run_1/clock_map.png
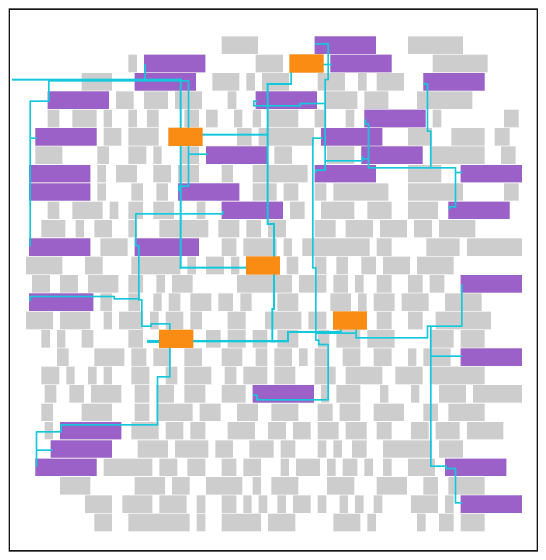
run_1/drive_strength.png
The bar under the picture is 20 um long.
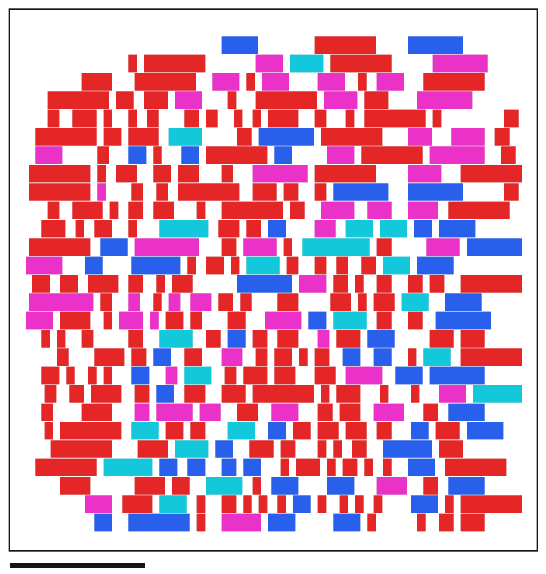
run_1/registers.png
The bar under the picture is 20 um long. Other sequential cells in the stronger gray, the rest of the logic in the fainter gray.
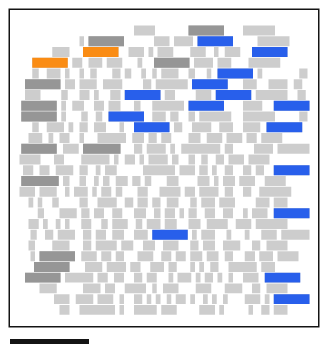
run_1/cell_classes.png
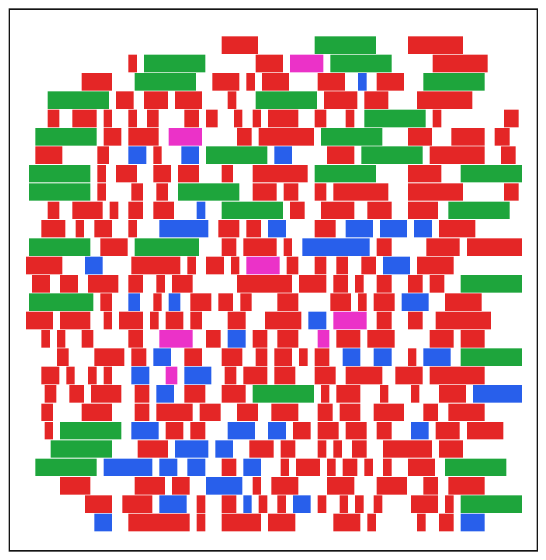
File: config.mk
export PLATFORM = sky130hd
export DESIGN_NAME = nibble_sort4
export DESIGN_NICKNAME = d
export VERILOG_FILES = /design/src/rtl/nibble_sort4.sv
export SDC_FILE = /design/constraint.sdc
export NUM_CORES = 1
export LEC_CHECK = 0
export CAP_MARGIN = 0
export CELL_PAD_IN_SITES_DETAIL_PLACEMENT = 1
export CELL_PAD_IN_SITES_GLOBAL_PLACEMENT = 1
export CORE_AREA = 2 2 76 78
export DETAILED_ROUTE_END_ITERATION = 16
export DIE_AREA = 0 0 78 80
export DONT_BUFFER_PORTS = 1
export GPL_TIMING_DRIVEN = 0
export HOLD_SLACK_MARGIN = 0.05
export PLACE_DENSITY = 0.85
export SETUP_SLACK_MARGIN = 0.5
export SLEW_MARGIN = 20
export SYNTH_ARGS = -nofsm -noshare
export SYNTH_HDL_FRONTEND = slang
export SYNTH_SLANG_ARGS = --single-unit
File: constraint.sdc
create_clock -name clk -period 2.9 [get_ports clk]
set_clock_uncertainty 0.1 [all_clocks]
set_input_delay 0.435 -clock clk [delete_from_list [all_inputs] [get_ports clk]]
set_output_delay 0.435 -clock clk [all_outputs]
set_load 0.01 [all_outputs]
File: src/rtl/nibble_sort4.sv
// -----------------------------------------------------------------------------
// nibble_sort4
//
// Collects a burst of DEPTH 4-bit values and bubble-sorts them in place. Each
// compare is done by an external 4-bit magnitude comparator that sits beside
// this block. The sorted burst is then streamed out.
//
// The sort always runs all DEPTH*(DEPTH-1)/2 compare cycles. There is no early
// exit, so the latency is the same for every burst. Equal values are never
// swapped, which makes the sort stable.
//
// Parameters
//   DEPTH    values per burst (2..8)
//   DESCEND  0 = ascending output order, 1 = descending output order
//
// Ports
//   clk          rising-edge clock
//   rst_n        asynchronous active-low reset; discards any burst in flight
//   in_valid_i   in_data_i holds a value
//   in_data_i    unsigned 4-bit value to load
//   in_ready_o   block accepts a value this cycle (LOAD only)
//   cmp_a_o      comparator operand a (buf[i] during SORT, else 0)
//   cmp_b_o      comparator operand b (buf[i+1] during SORT, else 0)
//   cmp_eq_i     comparator result a == b, same cycle
//   cmp_lt_i     comparator result a <  b, same cycle
//   out_valid_o  out_data_o holds a sorted value (DRAIN only)
//   out_data_o   sorted value
//   out_last_o   final value of the burst
//   out_ready_i  downstream accepts out_data_o
//   busy_o       high while sorting or draining
// -----------------------------------------------------------------------------
module nibble_sort4 #(
    parameter int DEPTH   = 4,
    parameter bit DESCEND = 1'b0
) (
    input  logic       clk,
    input  logic       rst_n,
    input  logic       in_valid_i,
    input  logic [3:0] in_data_i,
    output logic       in_ready_o,
    output logic [3:0] cmp_a_o,
    output logic [3:0] cmp_b_o,
    input  logic       cmp_eq_i,
    input  logic       cmp_lt_i,
    output logic       out_valid_o,
    output logic [3:0] out_data_o,
    output logic       out_last_o,
    input  logic       out_ready_i,
    output logic       busy_o
);

    localparam int IW = $clog2(DEPTH);
    localparam logic [IW-1:0] LAST_IDX  = IW'(DEPTH - 1);
    localparam logic [IW-1:0] LAST_PASS = IW'(DEPTH - 2);

    typedef enum logic [1:0] {
        LOAD  = 2'd0,
        SORT  = 2'd1,
        DRAIN = 2'd2
    } state_t;

    state_t        state_q;
    logic [3:0]    buf_q [DEPTH];
    logic [IW-1:0] wr_idx_q;
    logic [IW-1:0] rd_idx_q;
    logic [IW-1:0] pass_q;
    logic [IW-1:0] cmp_idx_q;

    // Handshake and status flags are kept as registers that change together
    // with the state, so no output depends on in_valid_i or out_ready_i.
    logic          in_ready_q;
    logic          busy_q;
    logic          out_valid_q;
    logic          out_last_q;

    logic [IW-1:0] wr_idx_d;
    logic [IW-1:0] rd_idx_d;
    logic [IW-1:0] pass_d;
    logic [IW-1:0] cmp_idx_d;
    logic [IW-1:0] pass_end_idx;
    logic          in_fire;
    logic          out_fire;
    logic          do_swap;
    logic          pass_done;
    logic          sort_done;

    assign wr_idx_d  = wr_idx_q + 1'b1;
    assign rd_idx_d  = rd_idx_q + 1'b1;
    assign pass_d    = pass_q + 1'b1;
    assign cmp_idx_d = cmp_idx_q + 1'b1;

    // Each pass bubbles one value into its final slot at the top, so the
    // compare range shrinks by one every pass: i runs 0..DEPTH-2-p.
    assign pass_end_idx = LAST_PASS - pass_q;
    assign pass_done    = (cmp_idx_q == pass_end_idx);
    assign sort_done    = pass_done && (pass_q == LAST_PASS);

    assign in_fire  = in_valid_i && in_ready_q;
    assign out_fire = out_valid_q && out_ready_i;

    // Swap only on a strict ordering violation so that equal values keep
    // their arrival order.
    assign do_swap = DESCEND ? cmp_lt_i : (!cmp_lt_i && !cmp_eq_i);

    always_ff @(posedge clk or negedge rst_n) begin
        if (!rst_n) begin
            state_q     <= LOAD;
            wr_idx_q    <= '0;
            rd_idx_q    <= '0;
            pass_q      <= '0;
            cmp_idx_q   <= '0;
            in_ready_q  <= 1'b1;
            busy_q      <= 1'b0;
            out_valid_q <= 1'b0;
            out_last_q  <= 1'b0;
            for (int k = 0; k < DEPTH; k++) begin
                buf_q[k] <= '0;
            end
        end else begin
            case (state_q)
                LOAD: begin
                    if (in_fire) begin
                        buf_q[wr_idx_q] <= in_data_i;
                        if (wr_idx_q == LAST_IDX) begin
                            state_q    <= SORT;
                            wr_idx_q   <= '0;
                            pass_q     <= '0;
                            cmp_idx_q  <= '0;
                            in_ready_q <= 1'b0;
                            busy_q     <= 1'b1;
                        end else begin
                            wr_idx_q <= wr_idx_d;
                        end
                    end
                end

                SORT: begin
                    if (do_swap) begin
                        buf_q[cmp_idx_q] <= buf_q[cmp_idx_d];
                        buf_q[cmp_idx_d] <= buf_q[cmp_idx_q];
                    end
                    if (pass_done) begin
                        cmp_idx_q <= '0;
                        if (sort_done) begin
                            state_q     <= DRAIN;
                            pass_q      <= '0;
                            rd_idx_q    <= '0;
                            out_valid_q <= 1'b1;
                            // DEPTH >= 2, so the first drained value is
                            // never the last one.
                            out_last_q  <= 1'b0;
                        end else begin
                            pass_q <= pass_d;
                        end
                    end else begin
                        cmp_idx_q <= cmp_idx_d;
                    end
                end

                DRAIN: begin
                    if (out_fire) begin
                        if (out_last_q) begin
                            // Back to LOAD with in_ready already high in the
                            // next cycle: no bubble between bursts.
                            state_q     <= LOAD;
                            rd_idx_q    <= '0;
                            out_valid_q <= 1'b0;
                            out_last_q  <= 1'b0;
                            busy_q      <= 1'b0;
                            in_ready_q  <= 1'b1;
                        end else begin
                            rd_idx_q   <= rd_idx_d;
                            out_last_q <= (rd_idx_d == LAST_IDX);
                        end
                    end
                end

                default: begin
                    state_q     <= LOAD;
                    wr_idx_q    <= '0;
                    rd_idx_q    <= '0;
                    pass_q      <= '0;
                    cmp_idx_q   <= '0;
                    in_ready_q  <= 1'b1;
                    busy_q      <= 1'b0;
                    out_valid_q <= 1'b0;
                    out_last_q  <= 1'b0;
                end
            endcase
        end
    end

    // Operand and data muxes are driven from registered state only. They are
    // forced to zero outside their own phase, so reset clears them at once.
    assign cmp_a_o    = (state_q == SORT) ? buf_q[cmp_idx_q] : 4'd0;
    assign cmp_b_o    = (state_q == SORT) ? buf_q[cmp_idx_d] : 4'd0;
    assign out_data_o = out_valid_q ? buf_q[rd_idx_q] : 4'd0;

    assign in_ready_o  = in_ready_q;
    assign busy_o      = busy_q;
    assign out_valid_o = out_valid_q;
    assign out_last_o  = out_last_q;

endmodule

==> Table 3: Implementation characteristics, run 1 <==
Table: implementation figures

Parameter                              Value

CTS
  TritonCTS Buffers .................. 5
  Sinks on Clock Net .................. 30
  Post-cts sizing count .................. 36

Synth
  Number of nets produced by synthesis .................. 309
  Synthesized-area fraction occupied by ao, oa, aoi and oai cells .................. 20.0%
  Main flop type .................. dfrtp_1
  Number of standard cells after synthesis .................. 283
  Number of synthesized register bits .................. 30
  Share of async-settable or async-resettable flops after synthesis .................. 100%
  Sequential cell area fraction in the yosys report .................. 28.4%
  Synth cell count leaders .................. nand2_1 (30), dfrtp_1 (29), o22ai_1 (21)
  Adder Area Share .................. 7.55%

Worst setup path
  CP max-delay cell .................. dfrtp_2
  Max stage delay on crit path .................. 0.40 ns
  Startpoint of the lowest-slack register-to-register path .................. cmp_idx_q[1]$_DFFE_PN0P_
  CP startpoint .................. cmp_idx_q[1]$_DFFE_PN0P_
  CP Data Required Time .................. 2.37 ns
  Critical Setup Path Class .................. reg2out

Final timing
  Crit share post-route .................. 88.3%
  Worst hold slack across all endpoints .................. 0.252 ns
  Final Hold Fails .................. 0
  Time the worst path needs with I/O delays and setup .................. 2.56 ns

Global route
  Overall routing resource usage .................. 34.1%
  Global-route wire length before repair .................. 15,900 um
  Busiest layer in global routing .................. met2
  Pin count of the biggest net entering global routing .................. 31
  GR Layer Usage met1 .................. 38.5%

Power
  Fraction of power consumed by sequential logic .................. 21.2%
  Internal power contribution .................. 2.14 mW
  Top power group .................. combinational cells
  Comb power .................. 2.93 mW
  Share of total power consumed by net switching .................. 48.6%
  NetSw .................. 2.02 mW
  Worst voltage drop across the vdd grid .................. 0.821 mV
  Leak .................. 1.38 nW

Layout
  Filler cells .................. 606
  Top cells excl fill/tap .................. nand2_1 (30), dfrtp_1 (28), buf_4 (21)
  Most common cell after layout, fill and taps aside .................. nand2_1
  Share of final layout cell area taken by non-clock buffers .................. 11.9%
  Final std cells w/o fill .................. 390
  Antenna diode instance count .................. 0
  Fraction of layout cells with a size suffix above 1 .................. 36.5%
  Max FFs per register .................. 16

Place
  Post-place instance area .................. 0.00282 mm^2
  HPWL reported at the end of detailed placement .................. 6340 um
  Final RePlAce weighted congestion .................. 0.905
  Worst slack at placement .................. 0.168 ns

Outcome
  Outcome .................. finished clean

Drt
  Avg Vias per Cell .................. 7.03
  Number of design rule violations left after detail routing .................. 0
  Residual antenna-violating net count after detailed routing .................. 0
  Total routed wirelength .................. 10,600 um

Die
  Pre-Place Util .................. 49.0%

Job
  Total number of warnings across the stage logs .................. 39
Back to the opening pictures, clock_map.png:
Purple marks flip-flops, count 30. Cyan marks clock wires, length 537 um. Orange marks cells driving clock nets, count 5.
There are 6 routed clock nets.
part of the power in the clock network: 8.2%
latest clock arrival within the worst-skew pair: 0.30 ns
Clock net power: 342 uW

Back to the opening pictures, drive_strength.png:
Magenta marks drive 2, cells 47. Red marks drive 1 or less, cells 202. Cyan marks drive 6 and up, cells 20. Blue marks drive 3 to 4, cells 49.
layout buffer count excluding clock buffers: 42
total non-filler cell area in the finished layout: 0.00340 mm^2
layout-stage area growth over the synthesis result: 28.4%
final worst-path setup slack: 0.339 ns

Back to the opening pictures, registers.png:
Orange marks pass_q, sequential cells 2. Blue marks buf_q, sequential cells 16.
Another 12 sequential cells are not colored.
Sequential cell area: 753 um^2
sequential share of cell area: 22.1%
sequential power: 880 uW

Back to the opening pictures, cell_classes.png:
Green marks flip-flops, cells 30, share of their area 23%. Red marks all other logic, cells 239, share of their area 63%. Magenta marks clock drivers and dummy loads, cells 7, share of their area 2.4%. Blue marks other buffers and delay cells, cells 42, share of their area 12%.
num rows: 27
share of the core filled with cells in the final layout: 63.0%
core footprint: 0.00541 mm^2

## run 1: routing by layer
metal / wire, um / up-vias
met5: 0 / -
met4: 787 / 0
met3: 710 / 70
met2: 5230 / 175
met1: 3840 / 1363
li1: - / 1135
## run 1: worst min path at each step
stage            startpoint                      end  slack [ns]  cells after the start
5_1_grt        in_data_i[2]     buf_q[2]$_DFFE_PN0P_        0.27                      2
2_1_floorplan         rst_n     buf_q[0]$_DFFE_PN0P_        0.04                      0
3_5_place_dp          rst_n    buf_q[14]$_DFFE_PN0P_        0.04                      0
3_3_place_gp          rst_n    buf_q[14]$_DFFE_PN0P_        0.04                      0
4_1_cts          in_valid_i  wr_idx_q[1]$_DFFE_PN0P_        0.25                      2
6_report         in_valid_i  wr_idx_q[1]$_DFFE_PN0P_        0.25                      2
run_1/final_clocks.png
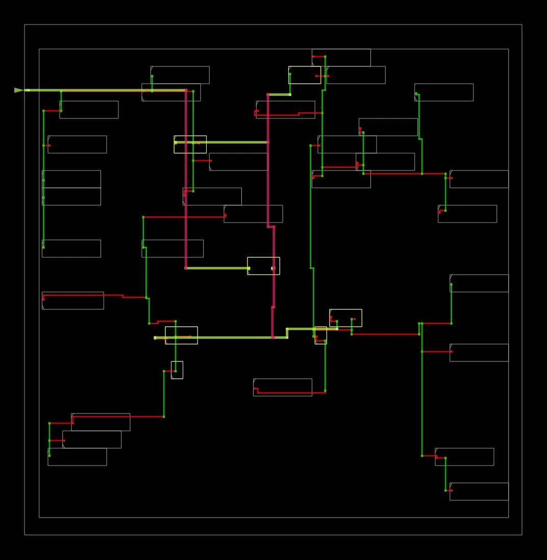

## Run 2: what changed since run 1
--- a/config.mk
+++ b/config.mk
@@ -15,7 +15,7 @@
 export GPL_TIMING_DRIVEN = 0
 export HOLD_SLACK_MARGIN = 0.05
 export PLACE_DENSITY = 0.85
-export SETUP_SLACK_MARGIN = 0.5
+export SETUP_SLACK_MARGIN = 0.3
 export SLEW_MARGIN = 20
 export SYNTH_ARGS = -nofsm -noshare
 export SYNTH_HDL_FRONTEND = slang
run_2/final_clocks.png
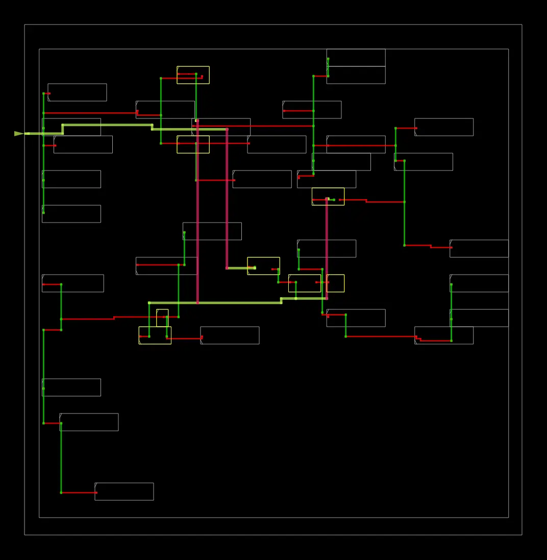
clkbuf count: 6
number of sequential cells in the layout: 30
TritonCTS Buffers: 5
Clock net power: 366 uW

run_2/drive_strength.png
The bar under the picture is 20 um long.
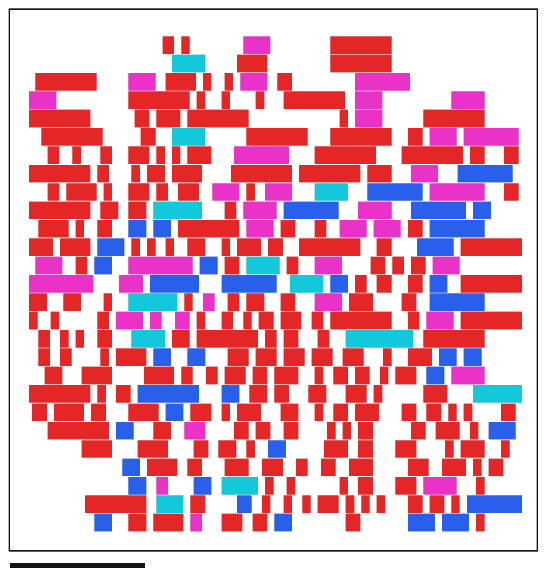
Cyan marks drive 6 and up, cells 12. Red marks drive 1 or less, cells 223. Blue marks drive 3 to 4, cells 37. Magenta marks drive 2, cells 37.
total non-filler cell area in the finished layout: 0.00318 mm^2
final worst-path setup slack: 0.333 ns
layout buffer count excluding clock buffers: 32
layout-stage area growth over the synthesis result: 20.1%

run_2/registers.png
The bar under the picture is 20 um long. Other sequential cells in the stronger gray, the rest of the logic in the fainter gray.
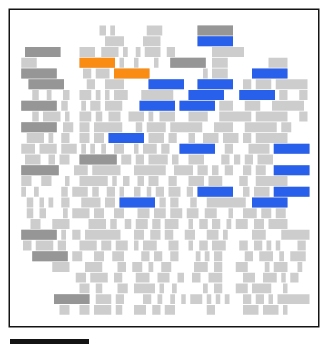
Orange marks pass_q, sequential cells 2. Blue marks buf_q, sequential cells 16.
Another 12 sequential cells are not colored.
share of the core filled with cells in the final layout: 58.9%
sequential share of cell area: 23.7%

==> run 2 against run 1 <==
Compared with the run above: worst setup slack got worse by 0.0067 ns; non-clock buffer count down 10; power is 9.9% lower; via count fell by 6.5%; maximum frequency fell by 0.26%; area after synthesis stayed put; flip-flop count stayed put; sequential power shrank 2%; critical path type unchanged.
==> Table 3: Implementation characteristics, run 2 <==
Table: implementation figures

Parameter                              Value

Outcome
  Outcome .................. finished clean (unchanged)

Layout
  Final std cells w/o fill .................. 381 (was 390)
  Fraction of layout cells with a size suffix above 1 .................. 27.8% (was 36.5%)
  Most common cell after layout, fill and taps aside .................. nand2_1 (unchanged)
  Max FFs per register .................. 16 (unchanged)
  Antenna diode instance count .................. 0 (unchanged)
  Top cells excl fill/tap .................. nand2_1 (30), dfrtp_1 (28), o22ai_1 (21) (was nand2_1 (30), dfrtp_1 (28), buf_4 (21))

Global route
  Global-route wire length before repair .................. 14,400 um (was 15,900 um)
  Pin count of the biggest net entering global routing .................. 31 (unchanged)
  Initial antenna violation count .................. 0 (unchanged)
  Overall routing resource usage .................. 30.1% (was 34.1%)

Die
  Total die size .................. 0.00624 mm^2 (unchanged)
  Num rows .................. 27 (unchanged)
  Pre-Place Util .................. 49.0% (unchanged)
  Chip width .................. 78 um (unchanged)
  Core footprint .................. 0.00541 mm^2 (unchanged)

Worst setup path
  Critical Setup Path Class .................. reg2out (unchanged)
  CP Data Required Time .................. 2.37 ns (about the same)
  CP startpoint .................. cmp_idx_q[0]$_DFFE_PN0P_ (was cmp_idx_q[1]$_DFFE_PN0P_)
  Reg2reg setup slack .................. 0.40 ns (was 0.37 ns)
  Startpoint of the lowest-slack register-to-register path .................. cmp_idx_q[0]$_DFFE_PN0P_ (was cmp_idx_q[1]$_DFFE_PN0P_)

Synth
  Number of standard cells after synthesis .................. 283 (unchanged)
  Sequential cell area fraction in the yosys report .................. 28.4% (unchanged)
  Main flop type .................. dfrtp_1 (unchanged)
  Share of async-settable or async-resettable flops after synthesis .................. 100% (unchanged)
  Xor and xnor fraction of the mapped netlist area .................. 0.661% (unchanged)
  Yosys stat cell total .................. 283 (unchanged)
  Number of synthesized register bits .................. 30 (unchanged)
  Synthesized-area fraction occupied by ao, oa, aoi and oai cells .................. 20.0% (unchanged)
  Adder Area Share .................. 7.55% (unchanged)
  Number of nets produced by synthesis .................. 309 (unchanged)
  Synth cell count leaders .................. nand2_1 (30), dfrtp_1 (29), o22ai_1 (21) (unchanged)

Power
  Fraction of power consumed by sequential logic .................. 23.0% (was 21.2%)
  Part of the power in the clock network .................. 9.8% (was 8.2%)
  Leak .................. 1.31 nW (was 1.38 nW)
  NetSw .................. 1.80 mW (was 2.02 mW)
  Power Total .................. 3.74 mW (was 4.16 mW)
  Top power group .................. combinational cells (unchanged)
  Worst voltage drop across the vdd grid .................. 0.750 mV (was 0.821 mV)
  Power density over the cells .................. 1180 mW/mm^2 (was 1220 mW/mm^2)
  Comb power .................. 2.51 mW (was 2.93 mW)
  Sequential power .................. 863 uW (was 880 uW)
  Internal power contribution .................. 1.94 mW (was 2.14 mW)
  Share of total power consumed by net switching .................. 48.1% (was 48.6%)

Place
  Final RePlAce weighted congestion .................. 0.900 (was 0.905)
  Worst slack at placement .................. -0.120 ns (was 0.168 ns)
  Post-place instance area .................. 0.00274 mm^2 (was 0.00282 mm^2)
  HPWL reported at the end of detailed placement .................. 6190 um (was 6340 um)

Drt
  Avg Vias per Cell .................. 6.73 (was 7.03)
  Total routed wirelength .................. 9100 um (was 10,600 um)
  DR vias .................. 2,564 (was 2,743)
  Residual antenna-violating net count after detailed routing .................. 0 (unchanged)

CTS
  H-tree levels .................. 2 (unchanged)
  Sinks on Clock Net .................. 30 (unchanged)
  Post-cts sizing count .................. 29 (was 36)
  Latest clock arrival within the worst-skew pair .................. 0.29 ns (was 0.30 ns)

Job
  Total number of warnings across the stage logs .................. 38 (was 39)

Final timing
  Crit share post-route .................. 88.5% (was 88.3%)
  Final Hold Fails .................. 0 (unchanged)
  Time the worst path needs with I/O delays and setup .................. 2.57 ns (was 2.56 ns)

Hold path
  Cell count of the worst hold path .................. 2 (unchanged)
  Endpoint with the worst hold slack .................. wr_idx_q[1]$_DFFE_PN0P_ (unchanged)
  Startpoint of the worst hold path .................. in_valid_i (unchanged)
==> run 2: critical path: stages (launching register included) <==
cell and delay, ns:
dfrtp_1 0.36, buf_6 0.11, inv_4 0.03, buf_8 0.12, ha_4 0.31, buf_12 0.15, mux2i_4 0.32, nand2_1 0.09
and3_1 0.23
==> run 2: metal layers <==
layer  part of all wire [%]  GRT usage (%)  wire length, um  vias up
met5                      0              0                0        -
met4                    4.3           14.6              390        0
met3                    6.7           5.32              611       36
met2                     50           52.5             4540      135
met1                     39           36.0             3560     1264
li1                       -              -                -     1129
==> run 2: final cells by class <==
cell class,instances,area (um^2)
Sequential cell,30,753
Tap cell,72,90.1
Multi-Input combinational cell,224,1890
Fill cell,614,2220
Timing Repair Buffer,18,170
Inverter,15,62.6
Clock inverter,2,12.5
Buffer,14,123
Clock buffer,6,82.6
Power and IR drop assume default switching activity.
